### config.mk
export PLATFORM = sky130hd
export DESIGN_NAME = key_loader_32
export DESIGN_NICKNAME = d
export VERILOG_FILES = /design/src/rtl/key_loader_32.sv
export SDC_FILE = /design/constraint.sdc
export NUM_CORES = 1
export LEC_CHECK = 0
export CAP_MARGIN = 10
export CORE_MARGIN = 3
export CORE_UTILIZATION = 51
export DETAILED_ROUTE_END_ITERATION = 10
export GPL_ROUTABILITY_DRIVEN = 0
export PLACE_DENSITY = 0.75
export SLEW_MARGIN = 0
export SYNTH_ARGS = -nofsm -noshare
export SYNTH_HDL_FRONTEND = slang
export SYNTH_SLANG_ARGS = --single-unit
### constraint.sdc
create_clock -name clk -period 2.8 [get_ports clk]
set_input_delay 0.7 -clock clk [delete_from_list [all_inputs] [get_ports clk]]
set_output_delay 0.7 -clock clk [all_outputs]
set_load 0.005 [all_outputs]
### src/rtl/key_loader_32.sv
// key_loader_32: serial LSB-first loader for a 32-bit locking key.
// Bits are gathered in a shadow register. key_out only changes when a
// complete frame passes its check, on key_clr, or on reset.
// Optional feature: define KEY_LOADER_PARITY_EN to append one even-parity
// bit to each frame (33-bit frames). CHECK then passes only if the XOR of
// all 33 bits is 0.
module key_loader_32 #(
  parameter int unsigned TIMEOUT = 255
) (
  input  logic        clk,
  input  logic        rst,
  input  logic        load_start,
  input  logic        key_clr,
  input  logic        key_sdi,
  input  logic        key_valid,
  output logic        key_ready,
  output logic [31:0] key_out,
  output logic        key_loaded,
  output logic        load_err
);

`ifdef KEY_LOADER_PARITY_EN
  localparam int unsigned FrameLen = 33;
`else
  localparam int unsigned FrameLen = 32;
`endif

  localparam logic [5:0] LastBit = 6'(FrameLen - 1);
  localparam logic [7:0] ToLast  = 8'(TIMEOUT - 1);

  typedef enum logic [2:0] {
    StIdle,
    StShift,
    StCheck,
    StDone,
    StError
  } state_e;

  state_e      state;
  logic [5:0]  bit_cnt;
  logic [7:0]  to_cnt;
  logic [31:0] shadow;
  logic        check_pass;
  logic        accept;

  // Ready is a pure decode of the state register.
  assign key_ready = (state == StShift);

  // A bit is taken only when no clear or restart overrides the cycle.
  assign accept = key_ready && key_valid && !key_clr && !load_start;

`ifdef KEY_LOADER_PARITY_EN
  logic par;

  // Running XOR of every accepted bit in the current frame.
  always_ff @(posedge clk or posedge rst) begin
    if (rst) begin
      par <= 1'b0;
    end else if (key_clr || load_start) begin
      par <= 1'b0;
    end else if (accept) begin
      par <= par ^ key_sdi;
    end
  end

  assign check_pass = ~par;
`else
  assign check_pass = 1'b1;
`endif

  // Frame control FSM with registered outputs.
  // Priority: key_clr, then load_start, then the normal per-state action.
  always_ff @(posedge clk or posedge rst) begin
    if (rst) begin
      state      <= StIdle;
      bit_cnt    <= '0;
      to_cnt     <= '0;
      shadow     <= '0;
      key_out    <= '0;
      key_loaded <= 1'b0;
      load_err   <= 1'b0;
    end else if (key_clr) begin
      state      <= StIdle;
      bit_cnt    <= '0;
      to_cnt     <= '0;
      shadow     <= '0;
      key_out    <= '0;
      key_loaded <= 1'b0;
    end else if (load_start) begin
      // Starts a frame from any state and discards partial bits.
      state      <= StShift;
      bit_cnt    <= '0;
      to_cnt     <= '0;
      shadow     <= '0;
      key_loaded <= 1'b0;
      load_err   <= 1'b0;
    end else begin
      unique case (state)
        StShift: begin
          if (accept) begin
            to_cnt <= '0;
            // The parity bit (index 32) is never stored in the shadow.
            if (!bit_cnt[5]) begin
              shadow[bit_cnt[4:0]] <= key_sdi;
            end
            if (bit_cnt == LastBit) begin
              state <= StCheck;
            end else begin
              bit_cnt <= bit_cnt + 6'd1;
            end
          end else if (to_cnt == ToLast) begin
            state    <= StError;
            load_err <= 1'b1;
          end else begin
            to_cnt <= to_cnt + 8'd1;
          end
        end
        StCheck: begin
          if (check_pass) begin
            key_out    <= shadow;
            key_loaded <= 1'b1;
            state      <= StDone;
          end else begin
            load_err <= 1'b1;
            state    <= StError;
          end
        end
        default: begin
          // IDLE, DONE and ERROR hold until load_start or key_clr.
        end
      endcase
    end
  end

endmodule

### Logic cells by family, run 1

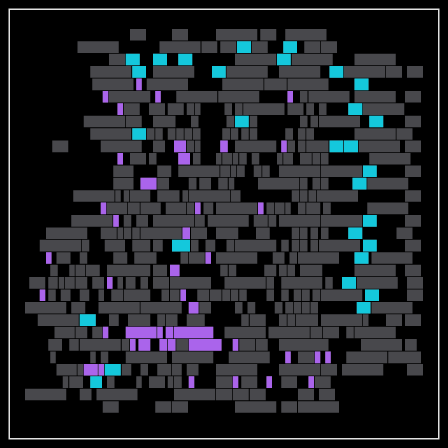
- purple: nor cells (cells 43)
- cyan: non-inverting ao/oa cells (cells 29)

### Wiring heat map, run 1

19 x 19 tiles, from white (low) to dark blue (high), scaled to the fullest tile. Values are wire area over tile area, all layers added.
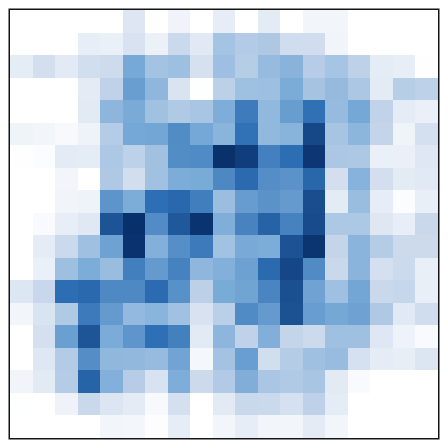
- fullest tile: 0.47
- mean over tiles: 0.15
- nearly empty tiles: 17%
- densest ninth of the die: centre
- tiles over half the peak: 23%
total wire length: 8.21 mm
total number of vias: 2,974
GRT Resource Usage Total: 20.3%
wire length per cell: 16.0 µm

==> results.json, run 1 <==
{
  "crit_path_end_kind": "primary output",
  "hold_violations": 0,
  "fin_area_um2": 4620,
  "grt_pass1_wl_mm": 14.1,
  "p_int_mw": 1.66,
  "relSlewSlack_pct": 63.9,
  "most_common_cell": "dfrtp_1",
  "path_buffers": 1,
  "netlist.area_leader.share_pct": 52.8,
  "ff_latch_area_um2": 2080,
  "area_leaders": "dfrtp_1 (53%), a22o_1 (5.6%), nand3_1 (4.8%)",
  "drv_slew": 0,
  "antenna_found_initial": 0,
  "cts_tree": "done",
  "yosysChipArea_um2": 3930,
  "drv_cap": 0,
  "drt_iter0_markers": 202,
  "status": "finished clean",
  "p_sw_share_pct": 24.7,
  "placed_area_um2": 4420,
  "core_area_um2": 7370,
  "common_cells": "dfrtp_1 (83), nand3_1 (38), a21oi_1 (33)",
  "drive_gt1_share_pct": 10.1,
  "p_leak_nw": 1.95,
  "yosys.stat.seqShare_pct": 52.8,
  "clkPwrFrac_pct": 40.6,
  "hp-start": "shadow[20]$_DFFE_PP0P_",
  "synthesis.nets": 387
}
### Clock routing, run 1

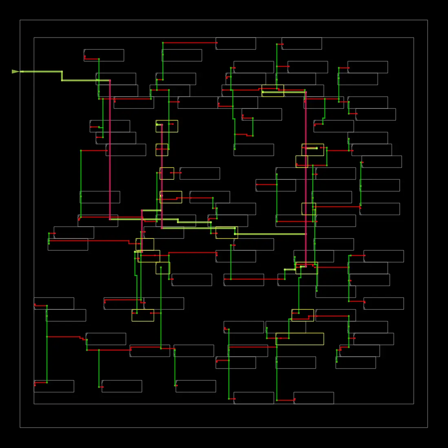
CLK BUF: 9
Clk. pwr: 0.894 mW
clock latency on the worst-skew pair: 0.36 ns
clock sink count: 83

==> run 1: through the flow <==
step | utilization (%) | setup slack, ns | hold WS, ns | power, mW
2_1_floorplan | - | 0.863 | 0.460 | 1.30
3_3_place_gp | 59.9 | 0.280 | 0.471 | 1.33
3_5_place_dp | 59.9 | 0.197 | 0.480 | 1.33
4_1_cts | 62.7 | 0.231 | 0.500 | 2.22
5_1_grt | 62.7 | 0.130 | 0.515 | 2.28
6_report | 62.7 | 0.244 | 0.493 | 2.20
==> run 1: power by group through the flow <==
stage / combinational, mW / clock [mW] / sequential, mW
floorplan: 0.0729 / 0 / 1.23
global placement: 0.106 / 0 / 1.23
detailed placement: 0.108 / 0 / 1.23
CTS: 0.108 / 0.910 / 1.20
global route: 0.120 / 0.960 / 1.20
finish: 0.106 / 0.894 / 1.20
==> run 1: placed cells by master, fill, tap and decap left out, types with 4 or more instances in the layout <==
cell type	instances
a21oi_1	33
a22o_1	25
and2_0	4
buf_4	10
clkbuf_8	9
clkdlybuf4s50_1	40
dfrtp_1	83
ha_1	6
inv_1	7
mux2i_1	16
nand2_1	16
nand3_1	38
nor2_1	28
nor3_1	5
o21ai_0	29
or3_1	4
==> run 1: worst register-to-register path, stage by stage (launching register included) <==
cell	delay (ns)
dfrtp_1	0.58
or3b_4	0.49
nor2_8	0.20
nor2_1	0.07
buf_4	0.21
a22o_1	0.27
==> run 1: area by class of cell <==
type / instances / area share [%]
tap: 99 / 2.68
clock inverter: 7 / 1.79
clock buffer: 9 / 2.68
inverter: 8 / 0.731
timing repair buffer: 51 / 10.7
sequential: 83 / 44.9
multi-input combinational: 257 / 36.5
==> run 1: sequential cells by signal, indices dropped and copies added (netlist names) <==
register / flops
bit_cnt: 6
key_loaded: 1
key_out: 32
load_err: 1
shadow: 32
state: 3
to_cnt: 8
==> run 1: routing by layer <==
metal | track usage, % | vias up | part of all wire, %
li1 | - | 1436 | -
met1 | 27.5 | 1456 | 45
met2 | 32.1 | 71 | 50
met3 | 3.77 | 11 | 3.6
met4 | 8.54 | 0 | 1.3
met5 | 0 | - | 0
==> run 1: cell families after synthesis <==
group                    synth area share (%)
XOR/XNOR                                0.668
AND-OR/OR-AND                            17.0
adder cells (fa/ha/maj)                  1.91
flip-flops                               52.8
multiplexers                             4.07
AND/OR/NAND/NOR                          19.2
buffers and inverters                    4.33
==> run 1: worst max path at each step <==
stage	startpoint	endpoint	slack, ns	cells after the start
CTS	state[1]$_DFFE_PP0P_	key_ready	0.23	2
detailed placement	load_start	bit_cnt[5]$_DFFE_PP0P_	0.20	6
floorplan	load_start	shadow[13]$_DFFE_PP0P_	0.86	6
global route	state[1]$_DFFE_PP0P_	key_ready	0.13	2
global placement	load_start	bit_cnt[5]$_DFFE_PP0P_	0.28	6
finish	state[1]$_DFFE_PP0P_	key_ready	0.24	2
## Run 2: what changed since run 1
CORE_ASPECT_RATIO = 2   (was default)
PLACE_DENSITY = default   (was 0.75)
PLACE_DENSITY_LB_ADDON = 0.25   (was default)
### Clock routing, run 2

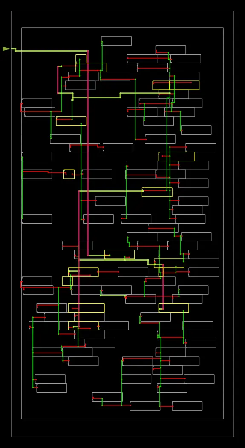
flip-flops: 83
clock latency on the worst-skew pair: 0.34 ns
Clk. pwr: 1.29 mW
clk_skew: 0.00719 ns
CLK BUF: 11

==> results.json, run 2 <==
{
  "wl_mm": 8.75,
  "p_leak_nw": 2.02,
  "use_met3_pct": 4.39,
  "drv_slew": 0,
  "ff_latch_area_um2": 2080,
  "path_buffers": 1,
  "cts_tree": "done",
  "fin_ws_ns": 0.298,
  "most_common_cell": "dfrtp_1",
  "common_cells": "dfrtp_1 (83), nand3_1 (38), a21oi_1 (33)",
  "core_area_um2": 7380,
  "drv_cap": 0,
  "yosysChipArea_um2": 3930,
  "hold_violations": 0,
  "routedWlPerCell_um": 17.2,
  "lay_top_count": "dfrtp_1",
  "crit_path_end_kind": "primary output",
  "yosys.stat.seqShare_pct": 52.8,
  "netlist.area_leader.share_pct": 52.8,
  "lay_top_cells": "dfrtp_1 (83), clkdlybuf4s50_1 (40), nand3_1 (38)",
  "synthesis.nets": 387,
  "preCtsSetupSlack_ns": 0.199,
  "status": "finished clean",
  "antenna_found_initial": 0,
  "area_leaders": "dfrtp_1 (53%), a22o_1 (5.6%), nand3_1 (4.8%)",
  "vias": 3006,
  "drt_iter0_markers": 199,
  "drive_gt1_share_pct": 10.3
}
### Wiring heat map, run 2

14 x 26 tiles, from white (low) to dark blue (high), scaled to the fullest tile. Values are wire area over tile area, all layers added.
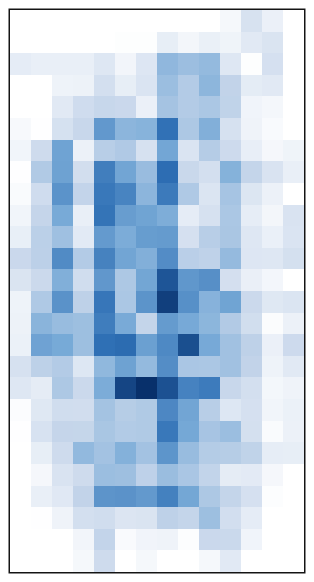
- densest ninth of the die: centre
- fullest tile: 0.61
- tiles over half the peak: 17%
- nearly empty tiles: 17%
- mean over tiles: 0.16

run 2: power by group:
part	internal, mW	leakage (nW)	switching, mW
logic	0.0341	0.702	0.0741
clock network	0.810	0.160	0.478
registers	1.20	1.16	0.00301
total	2.05	2.02	0.555
run 2: cells by family (layout without fill, tap and decap cells):
logic type	after synthesis	after routing	synth area share, %
XOR/XNOR	3	3	0.668
buffers and inverters	35	77	4.33
adder cells (fa/ha/maj)	6	6	1.91
AND-OR/OR-AND	102	102	17.0
AND/OR/NAND/NOR	130	130	19.2
flip-flops	83	83	52.8
multiplexers	16	16	4.07
run 2: final cells by class:
type / instances / share of cell area [%]
Tap cell: 92 / 2.42
Clock buffer: 11 / 5.11
Sequential cell: 83 / 43.7
Inverter: 8 / 0.711
Multi-Input combinational cell: 257 / 35.5
Clock inverter: 5 / 1.82
Timing Repair Buffer: 53 / 10.7
run 2: worst paths after layout:
path / from / end / slack [ns] / depth (start not counted)
min: shadow[20]$_DFFE_PP0P_ / key_out[20]$_DFFE_PP0P_ / 0.49 / 1
max in group asynchronous: rst / shadow[24]$_DFFE_PP0P_ / 1.63 / 3
min reg2reg: shadow[20]$_DFFE_PP0P_ / key_out[20]$_DFFE_PP0P_ / 0.49 / 1
max: state[1]$_DFFE_PP0P_ / key_ready / 0.30 / 2
min in group asynchronous: rst / key_out[8]$_DFFE_PP0P_ / 0.83 / 3
max reg2reg: state[1]$_DFFE_PP0P_ / key_out[5]$_DFFE_PP0P_ / 0.88 / 5
run 2: stage by stage:
| stage | cells | power [mW] | area [µm²] | util [%] |
|---|---|---|---|---|
| floorplan | 375 | 1.30 | 3940 | - |
| global placement | 493 | 1.33 | 4420 | 59.9 |
| global route | 509 | 2.67 | 4750 | 64.4 |
| CTS | 509 | 2.62 | 4750 | 64.4 |
| finish | 509 | 2.60 | 4750 | 64.4 |
| detailed placement | 493 | 1.34 | 4420 | 59.9 |
run 2: worst reg2reg max path: cells and delay by family (launching register included):
kind	cells	cell delay [ns]
and+or+nand+nor	3	0.75
DFF	1	0.57
AOI/OAI and AO/OA	1	0.28
buffers and inverters	1	0.21
run 2: metal layers:
metal  wire length [µm]  part of all wire (%)  up-vias
li1                   -                     -     1443
met1               3420                    39     1462
met4                227                   2.6        0
met3                340                   3.9       20
met5                  0                     0        -
met2               4760                    54       81
Power is estimated from default activity; no workload was simulated.
